--- src/rtl/mem_ctrl_pkg.sv ---
// Shared state encoding and defaults for the execute-to-memory access sequencer.
package mem_ctrl_pkg;

   typedef enum logic [2:0] {
      ST_IDLE,
      ST_ISSUE,
      ST_WAIT,
      ST_RESP,
      ST_ERR,
      ST_DUMP,
      ST_HALTED
   } mem_state_t;

   localparam int MEM_TIMEOUT_DEFAULT = 64;

endpackage

--- src/rtl/wait_timer.sv ---
// Saturating 8-bit cycle counter for the memory WAIT phase.
// expired flags the counting cycle whose edge brings the count to TIMEOUT_CYCLES.
module wait_timer #(
   parameter int TIMEOUT_CYCLES = 64
) (
   input  logic clk,
   input  logic rst,
   input  logic clr,
   input  logic inc,
   output logic expired
);

   localparam logic [8:0] LIMIT = 9'(TIMEOUT_CYCLES);

   logic [7:0] count;

   always_ff @(posedge clk) begin
      if (rst || clr) begin
         count <= 8'd0;
      end else if (inc && count != 8'hFF) begin
         count <= count + 8'd1;
      end
   end

   // Compare the post-increment value so the timeout lands exactly TIMEOUT_CYCLES edges into WAIT.
   assign expired = inc && (({1'b0, count} + 9'd1) >= LIMIT);

endmodule

--- src/rtl/mem_access_ctrl.sv ---
// Sequencer between execute and a variable-latency data memory; one access in flight, dump on halt.
// Minimum access is 3 cycles after accept; pipeline stalled through ISSUE/WAIT and in terminal states.
module mem_access_ctrl
   import mem_ctrl_pkg::*;
#(
   parameter int TIMEOUT_CYCLES = MEM_TIMEOUT_DEFAULT
) (
   input  logic        clk,
   input  logic        rst,
   input  logic        req_valid,
   input  logic        req_wr,
   input  logic [15:0] req_addr,
   input  logic [15:0] req_data,
   input  logic        halt,
   output logic        stall_out,
   output logic        done,
   output logic [15:0] rd_data,
   output logic        err,
   output logic [15:0] mem_addr,
   output logic [15:0] mem_data_in,
   output logic        mem_rd,
   output logic        mem_wr,
   output logic        mem_createdump,
   input  logic        mem_stall,
   input  logic        mem_done,
   input  logic [15:0] mem_data_out
);

   mem_state_t state;
   logic       lat_wr;
   logic       timer_clr;
   logic       timer_inc;
   logic       timer_expired;

   assign timer_clr = (state == ST_ISSUE);
   assign timer_inc = (state == ST_WAIT);

   wait_timer #(
      .TIMEOUT_CYCLES(TIMEOUT_CYCLES)
   ) u_wait_timer (
      .clk    (clk),
      .rst    (rst),
      .clr    (timer_clr),
      .inc    (timer_inc),
      .expired(timer_expired)
   );

   // RESP deliberately releases the stall so execute can advance on the done pulse.
   assign stall_out = ((state == ST_IDLE) && req_valid && !halt) ||
                      (state == ST_ISSUE) || (state == ST_WAIT) ||
                      (state == ST_ERR) || (state == ST_DUMP) || (state == ST_HALTED);

   always_ff @(posedge clk) begin
      if (rst) begin
         state          <= ST_IDLE;
         lat_wr         <= 1'b0;
         mem_addr       <= 16'h0000;
         mem_data_in    <= 16'h0000;
         mem_rd         <= 1'b0;
         mem_wr         <= 1'b0;
         done           <= 1'b0;
         rd_data        <= 16'h0000;
         err            <= 1'b0;
         mem_createdump <= 1'b0;
      end else begin
         done           <= 1'b0;
         mem_createdump <= 1'b0;
         case (state)
            ST_IDLE: begin
               if (halt) begin
                  mem_createdump <= 1'b1;
                  state          <= ST_DUMP;
               end else if (req_valid && req_addr[0]) begin
                  err   <= 1'b1;
                  state <= ST_ERR;
               end else if (req_valid) begin
                  lat_wr      <= req_wr;
                  mem_addr    <= req_addr;
                  mem_data_in <= req_data;
                  mem_rd      <= !req_wr;
                  mem_wr      <= req_wr;
                  state       <= ST_ISSUE;
               end
            end
            ST_ISSUE: begin
               if (!mem_stall) begin
                  mem_rd <= 1'b0;
                  mem_wr <= 1'b0;
                  state  <= ST_WAIT;
               end
            end
            ST_WAIT: begin
               if (mem_done) begin
                  if (!lat_wr) begin
                     rd_data <= mem_data_out;
                  end
                  done  <= 1'b1;
                  state <= ST_RESP;
               end else if (timer_expired) begin
                  err   <= 1'b1;
                  state <= ST_ERR;
               end
            end
            ST_RESP: state <= ST_IDLE;
            ST_DUMP: state <= ST_HALTED;
            default: state <= state;
         endcase
      end
   end

endmodule

--- config.mk ---
export PLATFORM = sky130hd
export DESIGN_NAME = mem_access_ctrl
export DESIGN_NICKNAME = d
export VERILOG_FILES = /design/src/rtl/mem_ctrl_pkg.sv /design/src/rtl/wait_timer.sv /design/src/rtl/mem_access_ctrl.sv
export SDC_FILE = /design/constraint.sdc
export NUM_CORES = 1
export LEC_CHECK = 0
export ABC_CLOCK_PERIOD_IN_PS = 3400
export CELL_PAD_IN_SITES_DETAIL_PLACEMENT = 2
export CELL_PAD_IN_SITES_GLOBAL_PLACEMENT = 2
export CORE_MARGIN = 5
export CORE_UTILIZATION = 25
export DETAILED_ROUTE_END_ITERATION = 16
export HOLD_SLACK_MARGIN = 0.12
export PLACE_DENSITY = 0.84
export SYNTH_ARGS = -nofsm -noshare
export SYNTH_HDL_FRONTEND = slang
export SYNTH_SLANG_ARGS = --single-unit
--- constraint.sdc ---
create_clock -name clk -period 3.4 [get_ports clk]
set_input_delay 0.51 -clock clk [delete_from_list [all_inputs] [get_ports clk]]
set_output_delay 0.51 -clock clk [all_outputs]
set_load 0.005 [all_outputs]
### Ports around the boundary

Pins as bars across the die edge, other pins in grey.
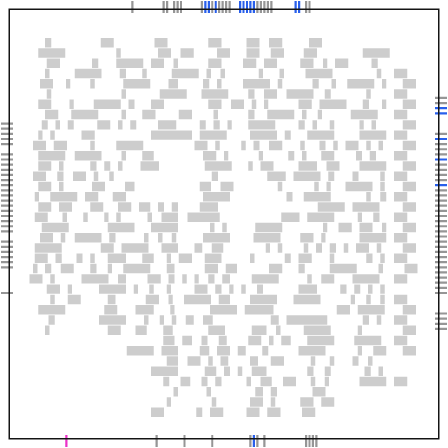
colour	port	pins	direction	edge
blue	req_addr	16	input	10 north, 5 east, 1 south
magenta	clk	1	input	south
Die X: 113 um
die height: 113 um
PortBufs: 108

==> notes.md <==
run metrics: Core Area 0.0104 sq mm, dominant kind of combinational cell simple AND/OR/NAND/NOR gates, Signal buf overhead 27.2%, vias per inst 4.63, critical path class input port to output port, Worst-path clk slew 80 ps, syn_nets 381, sequential element share of the synthesized area 48.7%, detailed-routing wirelength on met1 3750 um, flip-flops with a built-in enable 0, Tcrit/Tclk final 72.0%, Tot Pwr 2150 uW, final hold vios 0, CP bufs+invs 2, Post-Synth AOI/OAI Area 14.4%, # hold bufs at CTS 0, ANT cells 0, Crit. End Element output port, status finished, final reports clean, Max-slew headroom 56.3%, worst path required time 2890 ps, final wirelength 8900 um, crit path DAT 1940 ps, yosys cell count 324, Max VDD drop 0.000175 V
### Clock distribution

Scale bar: 20 um.
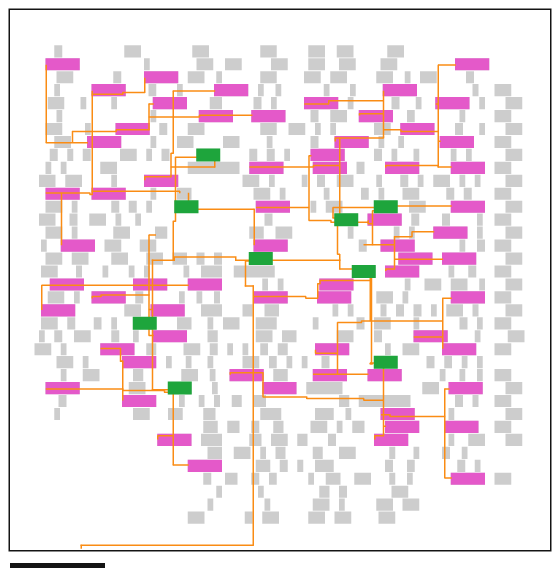
[magenta] flip-flops | count: 65
[green] cells driving clock nets | count: 9
[orange] clock wires | length: 1040 um
routed clock nets	10
clock-net power: 737 uW
clock share of power: 34.2%
clk latency late pin: 340 ps
worst clock skew: 12.7 ps

Power is estimated from default activity; no workload was simulated.
